### src/rtl/spi_text_writer.sv
// SPI (mode 0, MSB first) byte receiver feeding a cursor-addressed text RAM write stream,
// with control-code decoding and a hardware clear-screen sequencer.
module spi_text_writer #(
  parameter int COLS       = 80,
  parameter int ROWS       = 30,
  parameter int FIFO_DEPTH = 16
) (
  input  logic        clk,
  input  logic        rst,
  input  logic        spi_sck,
  input  logic        spi_mosi,
  input  logic        spi_cs_n,
  output logic        wr_en,
  output logic [11:0] wr_addr,
  output logic [7:0]  wr_data,
  output logic        rx_valid,
  output logic [7:0]  rx_byte,
  output logic        busy,
  output logic        frame_err,
  output logic        rx_overrun
);
  localparam int CW = $clog2(COLS);
  localparam int RW = $clog2(ROWS);
  localparam int AW = $clog2(FIFO_DEPTH);
  localparam logic [CW-1:0] COL_MAX = CW'(COLS - 1);
  localparam logic [RW-1:0] ROW_MAX = RW'(ROWS - 1);
  localparam logic [CW-1:0] COL_ONE = CW'(1);
  localparam logic [RW-1:0] ROW_ONE = RW'(1);
  localparam logic [11:0]   COLS_A  = 12'(COLS);
  localparam logic [11:0]   CELLS_A = 12'(COLS * ROWS);
  localparam logic [AW:0]   DEPTH_A = (AW+1)'(FIFO_DEPTH);

  typedef enum logic {IDLE, CLEAR} state_t;

  // synchronisers; third stage on sck/cs_n gives edge detection
  logic [2:0] sck_s, cs_s;
  logic [1:0] mosi_s;

  always_ff @(posedge clk or posedge rst) begin
    if (rst) begin
      sck_s  <= 3'b000;
      cs_s   <= 3'b111;
      mosi_s <= 2'b00;
    end else begin
      sck_s  <= {sck_s[1:0], spi_sck};
      cs_s   <= {cs_s[1:0], spi_cs_n};
      mosi_s <= {mosi_s[0], spi_mosi};
    end
  end

  logic sck_rise, cs_fall, cs_rise;
  assign sck_rise = sck_s[1] & ~sck_s[2];
  assign cs_fall  = ~cs_s[1] & cs_s[2];
  assign cs_rise  = cs_s[1] & ~cs_s[2];

  logic [2:0] bit_cnt;
  logic [6:0] shreg;

  always_ff @(posedge clk or posedge rst) begin
    if (rst) begin
      bit_cnt   <= 3'd0;
      shreg     <= 7'd0;
      rx_valid  <= 1'b0;
      rx_byte   <= 8'd0;
      frame_err <= 1'b0;
    end else begin
      rx_valid  <= 1'b0;
      frame_err <= 1'b0;
      if (cs_fall) begin
        bit_cnt <= 3'd0;
        shreg   <= 7'd0;
      end else if (cs_rise) begin
        frame_err <= (bit_cnt != 3'd0);
        bit_cnt   <= 3'd0;
        shreg     <= 7'd0;
      end else if (sck_rise && !cs_s[1]) begin
        shreg   <= {shreg[5:0], mosi_s[1]};
        bit_cnt <= bit_cnt + 3'd1;
        if (bit_cnt == 3'd7) begin
          rx_byte  <= {shreg, mosi_s[1]};
          rx_valid <= 1'b1;
        end
      end
    end
  end

  // receive FIFO: rx_valid/rx_byte act directly as the push port
  logic [7:0]  mem [FIFO_DEPTH];
  logic [AW:0] wptr, rptr, count;
  logic        empty, full, pop, push_ok;
  logic [7:0]  head;
  state_t      state;

  assign count   = wptr - rptr;
  assign empty   = (wptr == rptr);
  assign full    = (count == DEPTH_A);
  assign pop     = (state == IDLE) && !empty;
  assign push_ok = rx_valid && (!full || pop);
  assign head    = mem[rptr[AW-1:0]];

  always_ff @(posedge clk) begin
    if (push_ok) mem[wptr[AW-1:0]] <= rx_byte;
  end

  always_ff @(posedge clk or posedge rst) begin
    if (rst) begin
      wptr       <= '0;
      rptr       <= '0;
      rx_overrun <= 1'b0;
    end else begin
      if (push_ok) wptr <= wptr + 1'b1;
      if (pop)     rptr <= rptr + 1'b1;
      if (rx_valid && !push_ok) rx_overrun <= 1'b1;
    end
  end

  // cursor is tracked as (col,row) with a running row base, so address = row_base + col
  logic [CW-1:0] col;
  logic [RW-1:0] row;
  logic [11:0]   row_base;
  logic [11:0]   clr_cnt;

  always_ff @(posedge clk or posedge rst) begin
    if (rst) begin
      state    <= IDLE;
      col      <= '0;
      row      <= '0;
      row_base <= 12'd0;
      clr_cnt  <= 12'd0;
      wr_en    <= 1'b0;
      wr_addr  <= 12'd0;
      wr_data  <= 8'd0;
      busy     <= 1'b0;
    end else begin
      wr_en <= 1'b0;
      case (state)
        IDLE: begin
          if (pop) begin
            case (head)
              8'h0D: col <= '0;
              8'h0A: begin
                col <= '0;
                if (row == ROW_MAX) begin
                  row      <= '0;
                  row_base <= 12'd0;
                end else begin
                  row      <= row + ROW_ONE;
                  row_base <= row_base + COLS_A;
                end
              end
              8'h08: begin
                if (col != '0) begin
                  col <= col - COL_ONE;
                end else if (row != '0) begin
                  col      <= COL_MAX;
                  row      <= row - ROW_ONE;
                  row_base <= row_base - COLS_A;
                end
              end
              8'h0C: begin
                state   <= CLEAR;
                busy    <= 1'b1;
                wr_en   <= 1'b1;
                wr_addr <= 12'd0;
                wr_data <= 8'h20;
                clr_cnt <= 12'd1;
              end
              default: begin
                wr_en   <= 1'b1;
                wr_addr <= row_base + {{(12-CW){1'b0}}, col};
                wr_data <= head;
                if (col == COL_MAX) begin
                  col <= '0;
                  if (row == ROW_MAX) begin
                    row      <= '0;
                    row_base <= 12'd0;
                  end else begin
                    row      <= row + ROW_ONE;
                    row_base <= row_base + COLS_A;
                  end
                end else begin
                  col <= col + COL_ONE;
                end
              end
            endcase
          end
        end
        CLEAR: begin
          if (clr_cnt == CELLS_A) begin
            state    <= IDLE;
            busy     <= 1'b0;
            col      <= '0;
            row      <= '0;
            row_base <= 12'd0;
          end else begin
            wr_en   <= 1'b1;
            wr_addr <= clr_cnt;
            wr_data <= 8'h20;
            clr_cnt <= clr_cnt + 12'd1;
          end
        end
        default: state <= IDLE;
      endcase
    end
  end

endmodule

### config.mk
export PLATFORM = sky130hd
export DESIGN_NAME = spi_text_writer
export DESIGN_NICKNAME = d
export VERILOG_FILES = /design/src/rtl/spi_text_writer.sv
export SDC_FILE = /design/constraint.sdc
export NUM_CORES = 1
export LEC_CHECK = 0
export ABC_AREA = 0
export CORE_AREA = 10 10 156 266
export DETAILED_ROUTE_END_ITERATION = 6
export DIE_AREA = 0 0 166 276
export PLACE_DENSITY = 0.53
export SYNTH_ARGS = -nofsm -noshare
export SYNTH_HDL_FRONTEND = slang
export SYNTH_SLANG_ARGS = --single-unit
export TNS_END_PERCENT = 10
### constraint.sdc
create_clock -name clk -period 5.25 [get_ports clk]
set_input_delay 1.05 -clock clk [delete_from_list [all_inputs] [get_ports clk]]
set_output_delay 1.05 -clock clk [all_outputs]
set_load 0.03 [all_outputs]
Placement view:
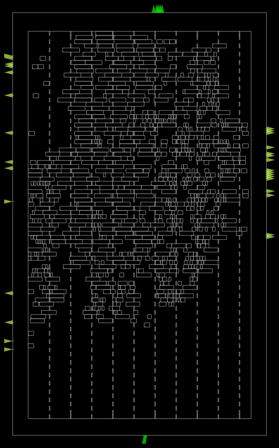
sequential share of cell area: 52.5%
standard-cell rows: 93
flop count: 222
final core utilization: 32.0%
Fillers: 3636

Wires at chosen ports, followed through buffers:
Scale: 2 px per um.
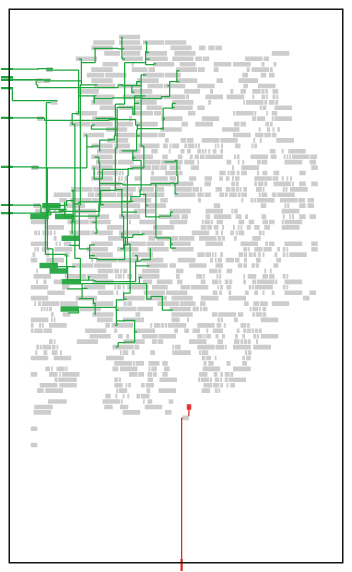
| color | port | bits | direction | edge | end cells | wire |
|---|---|---|---|---|---|---|
| red | rst | 1 | input | south | 1 | 76.5 um |
| green | rx_byte | 8 | output | west | 8 | 2030 um |
Ports: 38
IO Port Bufs: 37

==> impl_metrics.toml <==
# implementation run metrics
[floorplanning]
chip_area_mm2 = 0.0458
taps = 475

[layout]
mostFrequentLayoutCells = "128 x edfxtp_1, 89 x dfrtp_1, 65 x nand2_1"
comb_cells = 478
nets = 841
seqCellArea_mm2 = 0.00620
stdcell_count = 1302
dominant_cells = "flip-flops and latches"
n_antenna_cell = 0
lay_top_count = "edfxtp_1"
clkbuf_count = 32
mi_logic_area_mm2 = 0.00367

[synthesis]
yosys.cell_types.count = 67
syn_inst = 769
muxShareOfSynthArea_pct = 11.0
avgSynthCellArea_um2 = 13.2
ys_seq_share_pct = 61.0
yosysWarnings = 0
ys_area_mm2 = 0.0102
ff_type = "edfxtp_1"
ys_ff = 222
synthTopCellsByArea = "edfxtp_1 38%, dfrtp_1 22%, mux4_2 6.2%, ha_1 3.3%, mux2i_1 2.5%"
syn-num-nets = 801
synthArstFlopShare_pct = 42.3
yosys_cells = 769
yosys.area.top_type = "edfxtp_1"
syn-cell-area_mm2 = 0.0102
aoi_share_pct = 8.26
yosys.area.top_type_share_pct = 37.8
edf_count = 128

[sta]
rsz0062_at_grt = "false"
period_needed_ns = 4.14
skew_ns = 0.0278
maxSlewViolCount = 0
fmax_mhz = 242
setup_ws_ns = 1.11
finalSetupTns_ns = 0
setup_viol = 0
tightest_slew_ns = 0.927

[global_routing]
antenna_found_initial = 0
grt.busiest_layer = "met2"
grt_usage_pct = 10.5
grt_max_degree = 61
grt_pass1_wl_um = 39100
grtUsageMet2_pct = 20.0

[clock_network]
cts_buffers = 24
clk_latency_ns = 0.54
htreeDepth = 1
cts_root_buf = "clkbuf_16"
clk_pin_slew_worst_paths_ns = 0.06
hold_buffers = 0
max-clock-path-buffers = 3
cts_tree = "built"
cts_setup_buffers = 0

[route]
wl_per_cell_um = 18.9
top_layer_used = "met4"
firstDrtPassIters = 5
drc = 0
wl_met3_um = 727
wirelength_met1_um = 9620
via_count = 6228
drtIter0Drc = 246

[power]
power_density_mw_per_mm2 = 413
p_leak_nw = 4.30
p_total_mw = 4.87
peakVddDrop_uv = 262

[placement]
hpwl_um = 17500
preCtsSetupSlack_ns = 1.09
place_inst = 1258
globalplace.congestion = 0.812

[setup_path]
r2r_end = "row_base[4]$_DFFE_PP0P_"
critPathLaunchType = "register"
critical_path_class = "register to register"
ff2ff_path_depth = 8
crit_top_cell = "mux2_2"
regToRegStartpoint = "rptr[1]$_DFFE_PP0P_"
cpPeakStageDelay_ns = 0.88
cp_max_fo = 26
path_cells = "mux4_2, mux2_2, a2111oi_1, o211ai_2, or4_1, nand3b_2, nor2_1, mux2_2"
critPathRequiredTime_ns = 5.67
crit_family = "multiplexers"

[flow_run]
maxCapViolCount = 0

[status]
status = "finished, final reports clean"

[worst_hold_path]
worstHoldStart = "cs_s[0]$_DFF_PP1_"
hold_class = "register to register"
min_path_cells = 0
Placed cells, one color a class:
Scale: 1.5 px per um.
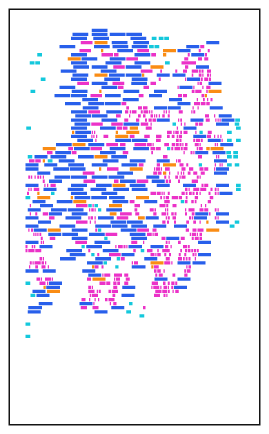
| color | class | cells | share of their area |
|---|---|---|---|
| magenta | remaining logic cells | 506 | 34% |
| cyan | remaining buffers and delay cells | 55 | 4.5% |
| blue | registers | 222 | 55% |
| orange | clock drivers and dummy loads | 44 | 6.5% |
design area: 0.0118 mm^2
CORE AREA: 0.0369 mm^2

## registers in the layout (all words and copies together) (netlist names)
signal,cells
bit_cnt,3
busy,1
clr_cnt,12
col,7
cs_s,3
frame_err,1
mem,128
mosi_s,2
row,5
row_base,8
rptr,5
rx_byte,8
rx_overrun,1
rx_valid,1
sck_s,3
shreg,7
state,1
wptr,5
wr_addr,12
wr_data,8
wr_en,1
## report_power, final
group | internal [mW] | switching (mW)
Combinational | 0.512 | 0.590
Sequential | 1.96 | 0.232
Clock | 0.875 | 0.704
## metrics by stage
step                instance area [um^2]  hold WS [ns]
floorplan                          10200         0.331
global placement                   11100         0.335
detailed placement                 11100         0.346
CTS                                11800         0.356
global route                       11800         0.360
finish                             11800         0.354
